==> src/rtl/dr_pkg.sv <==
// Shared definitions for the dual-rail XOR3 sequencer: FSM states, the spacer
// value and the single-rail to dual-rail encoding.
package dr_pkg;

  typedef enum logic [2:0] {
    ST_IDLE,
    ST_PRE,
    ST_EVAL,
    ST_DONE,
    ST_FAULT
  } dr_state_e;

  // Both rails low is the spacer (precharge) code for one dual-rail bit.
  localparam logic SPACER_BIT = 1'b0;

  // Returns {true_rail, false_rail} for one single-rail bit.
  function automatic logic [1:0] dr_encode(input logic x);
    return {x, ~x};
  endfunction

endpackage

==> src/rtl/dr_completion_detect.sv <==
// Reduction-tree status of a dual-rail vector: all spacer, every bit carrying
// a valid code, or any bit with both rails high.
module dr_completion_detect #(
  parameter int W = 128
) (
  input  logic [W-1:0] t_i,
  input  logic [W-1:0] f_i,
  output logic         all_spacer_o,
  output logic         all_complete_o,
  output logic         any_conflict_o
);

  assign all_spacer_o   = ~|(t_i | f_i);
  assign all_complete_o = &(t_i ^ f_i);
  assign any_conflict_o = |(t_i & f_i);

endmodule

==> src/rtl/dr_xor3_sequencer.sv <==
// Precharge/evaluate controller for a dual-rail XOR3 array: spacer, then data,
// completion and rail-fault detection, and a single-rail result handshake.
module dr_xor3_sequencer
  import dr_pkg::*;
#(
  parameter int W        = 128,
  parameter int PRE_CYC  = 2,
  parameter int EVAL_CYC = 1,
  parameter int TIMEOUT  = 64
) (
  input  logic         clk,
  input  logic         rst,
  input  logic         in_valid,
  output logic         in_ready,
  input  logic [W-1:0] in_a,
  input  logic [W-1:0] in_b,
  input  logic [W-1:0] in_c,
  output logic [W-1:0] dr_a_t,
  output logic [W-1:0] dr_a_f,
  output logic [W-1:0] dr_b_t,
  output logic [W-1:0] dr_b_f,
  output logic [W-1:0] dr_c_t,
  output logic [W-1:0] dr_c_f,
  input  logic [W-1:0] dr_o_t,
  input  logic [W-1:0] dr_o_f,
  output logic         out_valid,
  input  logic         out_ready,
  output logic [W-1:0] out_data,
  output logic         out_fault,
  output logic         busy
);

  localparam int CW = $clog2(TIMEOUT) + 1;
  localparam logic [CW-1:0] CNT_MAX  = '1;
  localparam logic [CW-1:0] TO_LIM   = CW'(TIMEOUT - 1);
  localparam logic [CW:0]   ONE      = (CW+1)'(1);
  localparam logic [CW:0]   PRE_NEED = (CW+1)'(PRE_CYC);
  localparam logic [CW:0]   EVAL_NEED = (CW+1)'(EVAL_CYC);

  dr_state_e state_q, state_d;
  logic [CW-1:0] cnt_q, cnt_d, cnt_inc;
  logic [W-1:0]  a_q, a_d, b_q, b_d, c_q, c_d;
  logic [W-1:0]  a_t_q, a_t_d, a_f_q, a_f_d;
  logic [W-1:0]  b_t_q, b_t_d, b_f_q, b_f_d;
  logic [W-1:0]  c_t_q, c_t_d, c_f_q, c_f_d;
  logic          out_valid_q, out_valid_d, out_fault_q, out_fault_d;
  logic [W-1:0]  out_data_q, out_data_d;
  logic          in_ready_q, in_ready_d, busy_q, busy_d;
  logic          all_spacer, all_complete, any_conflict;
  logic          pre_min_met, eval_min_met, timed_out;

  dr_completion_detect #(.W(W)) u_detect (
    .t_i            (dr_o_t),
    .f_i            (dr_o_f),
    .all_spacer_o   (all_spacer),
    .all_complete_o (all_complete),
    .any_conflict_o (any_conflict)
  );

  // Counter saturates instead of wrapping so a long stall can never look fresh.
  assign cnt_inc      = (cnt_q == CNT_MAX) ? cnt_q : cnt_q + 1'b1;
  assign pre_min_met  = ({1'b0, cnt_q} + ONE) >= PRE_NEED;
  assign eval_min_met = ({1'b0, cnt_q} + ONE) >= EVAL_NEED;
  assign timed_out    = cnt_q >= TO_LIM;

  always_comb begin
    state_d     = state_q;
    cnt_d       = cnt_inc;
    a_d         = a_q;
    b_d         = b_q;
    c_d         = c_q;
    out_valid_d = out_valid_q;
    out_fault_d = out_fault_q;
    out_data_d  = out_data_q;

    unique case (state_q)
      ST_IDLE: begin
        cnt_d = '0;
        if (in_valid) begin
          a_d     = in_a;
          b_d     = in_b;
          c_d     = in_c;
          state_d = ST_PRE;
        end
      end
      ST_PRE: begin
        if (pre_min_met && all_spacer) begin
          state_d = ST_EVAL;
          cnt_d   = '0;
        end else if (timed_out) begin
          state_d     = ST_FAULT;
          out_valid_d = 1'b1;
          out_fault_d = 1'b1;
          out_data_d  = '0;
        end
      end
      ST_EVAL: begin
        // A conflict anywhere outranks completion: the result cannot be trusted.
        if (any_conflict || (!(all_complete && eval_min_met) && timed_out)) begin
          state_d     = ST_FAULT;
          out_valid_d = 1'b1;
          out_fault_d = 1'b1;
          out_data_d  = '0;
        end else if (all_complete && eval_min_met) begin
          state_d     = ST_DONE;
          out_valid_d = 1'b1;
          out_fault_d = 1'b0;
          out_data_d  = dr_o_t;
        end
      end
      ST_DONE, ST_FAULT: begin
        if (out_ready) begin
          state_d     = ST_IDLE;
          out_valid_d = 1'b0;
          out_fault_d = 1'b0;
          out_data_d  = '0;
        end
      end
      default: state_d = ST_IDLE;
    endcase

    // Rails carry data only while the next state is EVAL, so each rail toggles once.
    a_t_d = {W{SPACER_BIT}};
    a_f_d = {W{SPACER_BIT}};
    b_t_d = {W{SPACER_BIT}};
    b_f_d = {W{SPACER_BIT}};
    c_t_d = {W{SPACER_BIT}};
    c_f_d = {W{SPACER_BIT}};
    if (state_d == ST_EVAL) begin
      for (int i = 0; i < W; i++) begin
        {a_t_d[i], a_f_d[i]} = dr_encode(a_q[i]);
        {b_t_d[i], b_f_d[i]} = dr_encode(b_q[i]);
        {c_t_d[i], c_f_d[i]} = dr_encode(c_q[i]);
      end
    end

    in_ready_d = (state_d == ST_IDLE);
    busy_d     = (state_d != ST_IDLE);
  end

  always_ff @(posedge clk or posedge rst) begin
    if (rst) begin
      state_q     <= ST_IDLE;
      cnt_q       <= '0;
      a_q         <= '0;
      b_q         <= '0;
      c_q         <= '0;
      a_t_q       <= '0;
      a_f_q       <= '0;
      b_t_q       <= '0;
      b_f_q       <= '0;
      c_t_q       <= '0;
      c_f_q       <= '0;
      out_valid_q <= 1'b0;
      out_fault_q <= 1'b0;
      out_data_q  <= '0;
      in_ready_q  <= 1'b1;
      busy_q      <= 1'b0;
    end else begin
      state_q     <= state_d;
      cnt_q       <= cnt_d;
      a_q         <= a_d;
      b_q         <= b_d;
      c_q         <= c_d;
      a_t_q       <= a_t_d;
      a_f_q       <= a_f_d;
      b_t_q       <= b_t_d;
      b_f_q       <= b_f_d;
      c_t_q       <= c_t_d;
      c_f_q       <= c_f_d;
      out_valid_q <= out_valid_d;
      out_fault_q <= out_fault_d;
      out_data_q  <= out_data_d;
      in_ready_q  <= in_ready_d;
      busy_q      <= busy_d;
    end
  end

  assign dr_a_t    = a_t_q;
  assign dr_a_f    = a_f_q;
  assign dr_b_t    = b_t_q;
  assign dr_b_f    = b_f_q;
  assign dr_c_t    = c_t_q;
  assign dr_c_f    = c_f_q;
  assign out_valid = out_valid_q;
  assign out_fault = out_fault_q;
  assign out_data  = out_data_q;
  assign in_ready  = in_ready_q;
  assign busy      = busy_q;

endmodule

==> config.mk <==
export PLATFORM = sky130hd
export DESIGN_NAME = dr_xor3_sequencer
export DESIGN_NICKNAME = d
export VERILOG_FILES = /design/src/rtl/dr_pkg.sv /design/src/rtl/dr_completion_detect.sv /design/src/rtl/dr_xor3_sequencer.sv
export SDC_FILE = /design/constraint.sdc
export NUM_CORES = 2
export LEC_CHECK = 0
export ABC_AREA = 1
export CAP_MARGIN = 15
export CORE_AREA = 2 2 598 600
export CTS_CLUSTER_DIAMETER = 60
export DETAILED_ROUTE_END_ITERATION = 8
export DIE_AREA = 0 0 600 602
export GPL_TIMING_DRIVEN = 1
export MAX_ROUTING_LAYER = met4
export PLACE_DENSITY = 0.45
export SLEW_MARGIN = 20
export SYNTH_ARGS = -nofsm -noshare
export SYNTH_HDL_FRONTEND = slang
export SYNTH_SLANG_ARGS = --single-unit
==> constraint.sdc <==
create_clock -name clk -period 66.3 [get_ports clk]
set_input_delay 16.575 -clock clk [delete_from_list [all_inputs] [get_ports clk]]
set_output_delay 16.575 -clock clk [all_outputs]
set_load 0.02 [all_outputs]
Figure 1. Metal 1.
Scale: 1 px per um. Supply wires on this layer in grey. Cells faint in the background.
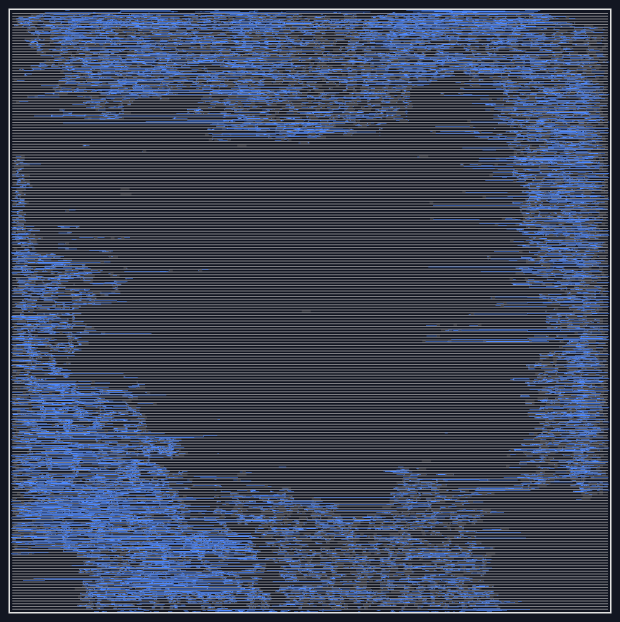
main direction: horizontal
wire length on this layer: 94.9 mm
share of all routed wire: 37%
GR Util met1: 0.152
WL final: 257000 um

Figure 2. Signal wires on met2.
Scale: 1 px per um.
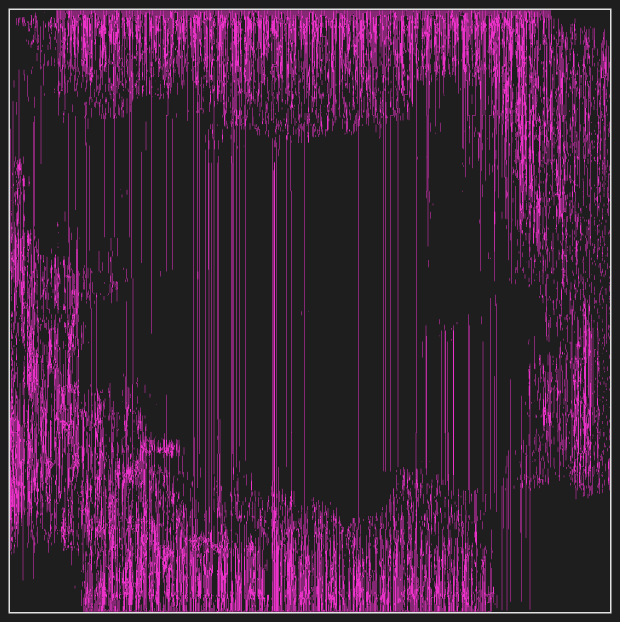
share of all routed wire: 53%
longest straight run: 474 um
main direction: vertical
via count: 40400
GR Util met2: 0.249

Figure 3. Met3 routing.
Scale: 1 px per um. Cells faint in the background.
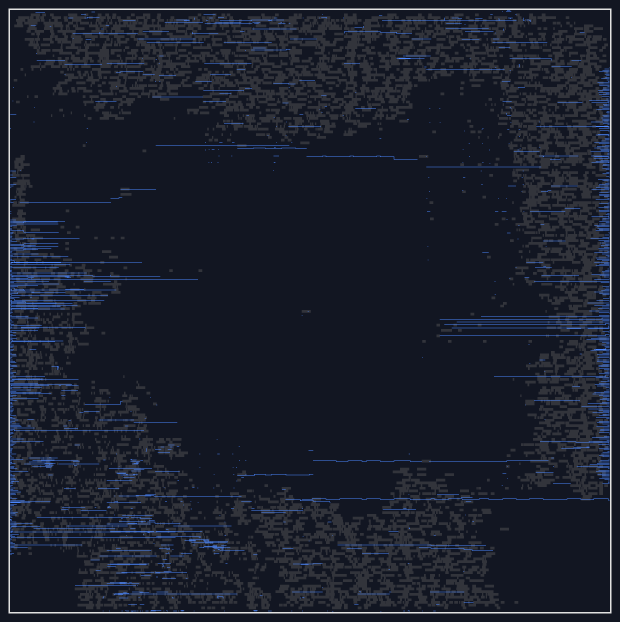
share of all routed wire: 5.8%
longest straight run: 186 um
nets with wire on the layer: 867
wire length on this layer: 15000 um
met3 Use GR: 0.0297

==> results.json <==
{
  "status": "completed",
  "yosys_cells": 5036,
  "crit_start": "dr_o_t[92]",
  "wl_per_cell_um": 22.3,
  "layoutNonFillerInstCount": 11500,
  "cts-root-buf": "clkbuf_16",
  "top_cell": "dfrtp_1",
  "final_util": 0.228,
  "maxCapViolCount": 0,
  "slew_headroom": 0.255,
  "clock_latency_ps": 830,
  "die_area_um2": 361000,
  "netlist_area_um2": 55200,
  "top_area_cell": "dfrtp_1",
  "fmax_ghz": 0.0393,
  "slowest_delay_ps": 990,
  "design.seq.count": 1294,
  "mux_area_frac": 0,
  "fp_util": 0.155,
  "crit_arrival_ps": 26140,
  "n_antenna_cell": 76,
  "cp_max_fo": 88,
  "flop_area_um2": 32400,
  "fin_tns_setup_ps": 0,
  "core_um2": 355000,
  "synthTopCellsByCount": "dfrtp_1, nor2_1, inv_1",
  "final-max-slew-violation-count": 0,
  "numCtsBuffers": 169
}
-- worst register-to-register path, stage by stage (launching register included) --
cell,delay [ps]
dfrtp_1,480
ha_1,270
nand2_1,80
or2_1,230
a21oi_2,150
nand4_2,180
nand3_1,140
nand2_1,110
nand3_4,470
nand2_2,220
nand3_4,420
buf_4,640
buf_4,870
buf_4,860
buf_4,960
buf_12,760
buf_12,1050
buf_4,1180
nor2_4,50
-- metal layers --
metal | vias to the layer above | global-route usage | wire length (um)
met2 | 1418 | 0.249 | 136000
li1 | 18400 | - | -
met4 | 0 | 0.0698 | 11900
met1 | 20100 | 0.152 | 94900
met5 | - | - | 0
met3 | 433 | 0.0297 | 15000
